File: config.mk
export PLATFORM = sky130hd
export DESIGN_NAME = icache_assoc
export DESIGN_NICKNAME = d
export VERILOG_FILES = /design/src/rtl/icache_assoc.sv
export SDC_FILE = /design/constraint.sdc
export NUM_CORES = 2
export LEC_CHECK = 0
export ABC_AREA = 1
export CORE_MARGIN = 1.5
export CORE_UTILIZATION = 50
export CTS_CLUSTER_SIZE = 28
export DETAILED_ROUTE_END_ITERATION = 10
export GPL_TIMING_DRIVEN = 0
export PLACE_DENSITY = 0.76
export SLEW_MARGIN = 20
export SYNTH_ARGS = -nofsm -noshare
export SYNTH_HDL_FRONTEND = slang
export SYNTH_SLANG_ARGS = --single-unit
File: constraint.sdc
create_clock -name CLK -period 17.2 [get_ports CLK]
set_clock_uncertainty 0.1 [all_clocks]
set_input_delay 5.16 -clock CLK [delete_from_list [all_inputs] [get_ports CLK]]
set_output_delay 5.16 -clock CLK [all_outputs]
set_load 0.1 [all_outputs]
File: src/rtl/icache_assoc.sv
// ---------------------------------------------------------------------------
// icache_assoc -- parametrised set-associative, read-only instruction cache.
//
// Sits between the fetch stage and the memory controller. Each block holds
// WORDS 32-bit words. Sets are 1- or 2-way with per-set LRU replacement.
// A one-cycle flush pulse invalidates every line.
//
// Parameters
//   SETS   number of sets (power of two, >= 2)
//   WAYS   associativity (1 or 2)
//   WORDS  32-bit words per block (power of two, >= 1)
//
// Ports
//   CLK        in   clock, rising edge
//   nRST       in   asynchronous active-low reset
//   imemREN    in   fetch request valid
//   imemaddr   in   fetch byte address ([1:0] ignored)
//   flush      in   invalidate all lines (one-cycle pulse)
//   ihit       out  imemload valid this cycle
//   imemload   out  instruction word (0 when not hitting)
//   iREN       out  memory read request (high for the whole fill)
//   iaddr      out  memory address of the word being filled ([1:0] = 0)
//   iwait      in   memory not ready; iload valid when iREN && !iwait
//   iload      in   memory read data
//
// Optional feature (macro ICACHE_PERF_EN)
//   hit_count  out  IDLE hit cycles, wraps at 2^32, not cleared by flush
//   miss_count out  IDLE->FILL transitions, wraps at 2^32, not cleared by flush
// ---------------------------------------------------------------------------
module icache_assoc #(
    parameter int SETS  = 8,
    parameter int WAYS  = 2,
    parameter int WORDS = 2
) (
    input  logic        CLK,
    input  logic        nRST,
    input  logic        imemREN,
    input  logic [31:0] imemaddr,
    input  logic        flush,
    output logic        ihit,
    output logic [31:0] imemload,
    output logic        iREN,
    output logic [31:0] iaddr,
    input  logic        iwait,
    input  logic [31:0] iload
`ifdef ICACHE_PERF_EN
    ,
    output logic [31:0] hit_count,
    output logic [31:0] miss_count
`endif
);

    localparam int OFF_W = $clog2(WORDS);
    localparam int CNT_W = (OFF_W > 0) ? OFF_W : 1;
    localparam int IDX_W = $clog2(SETS);
    localparam int TAG_W = 30 - OFF_W - IDX_W;
    localparam int WAY_W = 1;
    localparam logic [CNT_W-1:0] LAST_WORD = CNT_W'(WORDS - 1);

    typedef enum logic {IDLE, FILL} state_t;

    state_t              state;
    logic [CNT_W-1:0]    fill_cnt;
    logic [TAG_W-1:0]    fill_tag;
    logic [IDX_W-1:0]    fill_idx;
    logic [WAY_W-1:0]    fill_way;

    logic                valid_mem [WAYS][SETS];
    logic [WAY_W-1:0]    lru       [SETS];
    logic [TAG_W-1:0]    tag_mem   [WAYS][SETS];
    logic [31:0]         data_mem  [WAYS][SETS][WORDS];

    logic [TAG_W-1:0]    req_tag;
    logic [IDX_W-1:0]    req_idx;
    logic [CNT_W-1:0]    req_off;

    logic                way_hit;
    logic [WAY_W-1:0]    hit_way;
    logic [WAY_W-1:0]    victim;
    logic                found_free;
    logic                lookup_hit;
    logic                word_done;

    assign req_tag = imemaddr[31 -: TAG_W];
    assign req_idx = imemaddr[2 + OFF_W +: IDX_W];
    assign req_off = CNT_W'((imemaddr >> 2) & 32'(WORDS - 1));

    // Parallel tag compare across all ways of the indexed set, plus victim
    // choice: lowest-numbered invalid way first, otherwise the LRU way.
    always_comb begin
        way_hit    = 1'b0;
        hit_way    = '0;
        victim     = lru[req_idx];
        found_free = 1'b0;
        for (int w = 0; w < WAYS; w++) begin
            if (valid_mem[w][req_idx] && (tag_mem[w][req_idx] == req_tag)) begin
                way_hit = 1'b1;
                hit_way = WAY_W'(w);
            end
            if (!found_free && !valid_mem[w][req_idx]) begin
                victim     = WAY_W'(w);
                found_free = 1'b1;
            end
        end
    end

    assign lookup_hit = (state == IDLE) && imemREN && way_hit;
    assign word_done  = (state == FILL) && !iwait;

    assign ihit     = lookup_hit;
    assign imemload = lookup_hit ? data_mem[hit_way][req_idx][req_off] : 32'd0;
    assign iREN     = (state == FILL);
    assign iaddr    = (state == FILL)
                    ? ((32'({fill_tag, fill_idx}) << (OFF_W + 2)) | (32'(fill_cnt) << 2))
                    : 32'd0;

    // Control state: FSM, fill bookkeeping, valid and LRU bits.
    // The flush assignments come last so they override a same-cycle fill
    // completion or LRU update.
    always_ff @(posedge CLK or negedge nRST) begin
        if (!nRST) begin
            state    <= IDLE;
            fill_cnt <= '0;
            fill_tag <= '0;
            fill_idx <= '0;
            fill_way <= '0;
            for (int s = 0; s < SETS; s++) begin
                lru[s] <= '0;
                for (int w = 0; w < WAYS; w++) valid_mem[w][s] <= 1'b0;
            end
        end else begin
            case (state)
                IDLE: begin
                    if (imemREN) begin
                        if (way_hit) begin
                            if (WAYS == 2) lru[req_idx] <= ~hit_way;
                        end else begin
                            fill_tag                  <= req_tag;
                            fill_idx                  <= req_idx;
                            fill_way                  <= victim;
                            fill_cnt                  <= '0;
                            valid_mem[victim][req_idx] <= 1'b0;
                            state                     <= FILL;
                        end
                    end
                end
                FILL: begin
                    if (!iwait) begin
                        if (fill_cnt == LAST_WORD) begin
                            valid_mem[fill_way][fill_idx] <= 1'b1;
                            if (WAYS == 2) lru[fill_idx] <= ~fill_way;
                            fill_cnt <= '0;
                            state    <= IDLE;
                        end else begin
                            fill_cnt <= fill_cnt + CNT_W'(1);
                        end
                    end
                end
                default: state <= IDLE;
            endcase

            if (flush) begin
                for (int s = 0; s < SETS; s++) begin
                    lru[s] <= '0;
                    for (int w = 0; w < WAYS; w++) valid_mem[w][s] <= 1'b0;
                end
                if (state == FILL) begin
                    state    <= IDLE;
                    fill_cnt <= '0;
                end
            end
        end
    end

    // Line storage carries no reset; valid bits guard every read. The tag is
    // rewritten with each fill word, harmless because the line is invalid
    // for the whole fill.
    always_ff @(posedge CLK) begin
        if (word_done) begin
            data_mem[fill_way][fill_idx][fill_cnt] <= iload;
            tag_mem[fill_way][fill_idx]            <= fill_tag;
        end
    end

`ifdef ICACHE_PERF_EN
    always_ff @(posedge CLK or negedge nRST) begin
        if (!nRST) begin
            hit_count  <= 32'd0;
            miss_count <= 32'd0;
        end else begin
            if (lookup_hit) hit_count <= hit_count + 32'd1;
            if ((state == IDLE) && imemREN && !way_hit) miss_count <= miss_count + 32'd1;
        end
    end
`endif

endmodule

### Supply network

Scale bar: 100 µm. Pins as bars on the die edge.
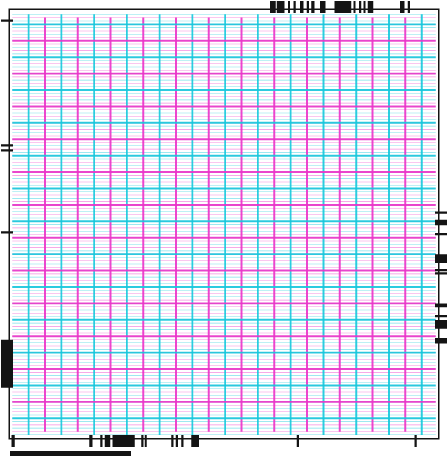
colour	net
cyan	VSS
magenta	VDD
signal pins	135
met1 rails	129
met4 straps	25

==> flow_summary_export.csv <==
group,metric,value,unit
status,status,"completed",
die,io_pins,135,
placement,gp_congestion,0.959,
final_layout,nFillCells,9428,
synth,ys_sh_xor,0.128,%
placement,hpwlAfterDp,145000,µm
power_and_ir_drop,p_seq_share,52.4,%
final_layout,layout_top_cell,"nand2_1",
synth,synth.logic.top_family,"simple AND/OR/NAND/NOR gates",
setup_path,cp-startpoint,"imemaddr[4]",
synth,yosys_most_used_dff,"edfxtp_1",
power_and_ir_drop,p_comb,629,µW
clock_tree,hold_buffers,0,
placement,dp.cells,7415,
power_and_ir_drop,combPwrFrac,7.8,%
routing,wl_met2,94100,µm
global_routing,first_global_vias,44700,
synth,yosysSeqAreaShare,72.2,%
setup_path,crit_type,"in -> out",
final_layout,n_all_inverters,299,
final_layout,nNonClkBuffers,572,
routing,highest_layer,"met5",
timing,finalSetupViolations,0,
die,nWellTaps,1625,
setup_path,r2r_cells,16,
final_layout,flop-count,1496,
timing,worstMarginPinSlew,1240,ps
final_layout,layout_top_cells,"nand2_1 (1913), edfxtp_1 (1440), nand3_1 (860), inv_1 (290), nor2_1 (281)",
power_and_ir_drop,swShare,24.8,%
min_path,min_to,"lru[5]",
final_layout,dominant_cells,"flip-flops and latches",
final_layout,layout-drive-gt1-share,10.3,%
global_routing,antenna_found_initial,6,
final_layout,comb_area_share,20.8,%
setup_path,crit_path_end_kind,"output pin",
routing,drc,0,
timing,fin_crit,17150,ps
setup_path,critPathSlowestCell,"clkdlybuf4s50_1",
final_layout,clkbuf_count,180,
die,die_y,355,µm
final_layout,buffer_area_share,6.49,%
final_layout,reg_top3,"data_mem: 1024 flops, tag_mem: 416 flops, fill_tag: 26 flops",
synth,synth_area,0.0618,mm²
setup_path,r2r_end,"fill_tag[0]",
synth,ys_area,0.0618,mm²
placement,place_area,0.0675,mm²
global_routing,grt_busiest_layer,"met2",
final_layout,clk_share,6.59,%
setup_path,rrSetupSlack,13170,ps
timing,finalCritPeriodShare,99.7,%
timing,rsz0062_at_grt,"false",
global_routing,use_met3,9.11,%
power_and_ir_drop,power_top_consumer,"sequential cells",
synth,yosys_warnings,0,
power_and_ir_drop,p_switching,2010,µW
routing,wl_per_cell,27.6,µm
synth,synth_cells,5510,
clock_tree,clkSinkCount,1496,
synth,async_flop_share,3.74,%
setup_path,endpoint,"imemload[24]",
clock_tree,clk_pin_slew_worst_paths,60,ps
timing,worst_hold_slack,387,ps
die,fp.dieW,355,µm
global_routing,use_met1,42.3,%
power_and_ir_drop,clk-power,3230,µW
routing,viasPerCell,6.10,
synth,ys.flops,1496,
synth,yosys-top-cells-count,"nand2_1 (1913), edfxtp_1 (1440), nand3_1 (860)",
setup_path,cp_common_cell,"nand2_1",
clock_tree,root_buffer,"clkbuf_16",
routing,drt-initial-drc-count,8361,
power_and_ir_drop,finalPower,8100,µW
### Placement by cell class

Scale bar: 100 µm.
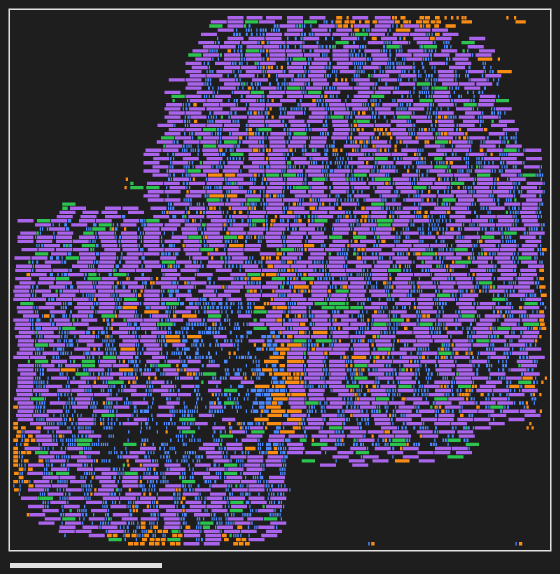
colour	class	cells
blue	remaining logic cells	3722
orange	remaining buffers and delay cells	572
purple	sequential cells	1496
green	clock drivers and dummy loads	269
Design Area, Final: 0.0723 mm²
Core Rows: 128
area of the core: 0.122 mm²
sequential share of cell area: 61.8%
final design utilization: 59.1%

Power is estimated from default activity; no workload was simulated.
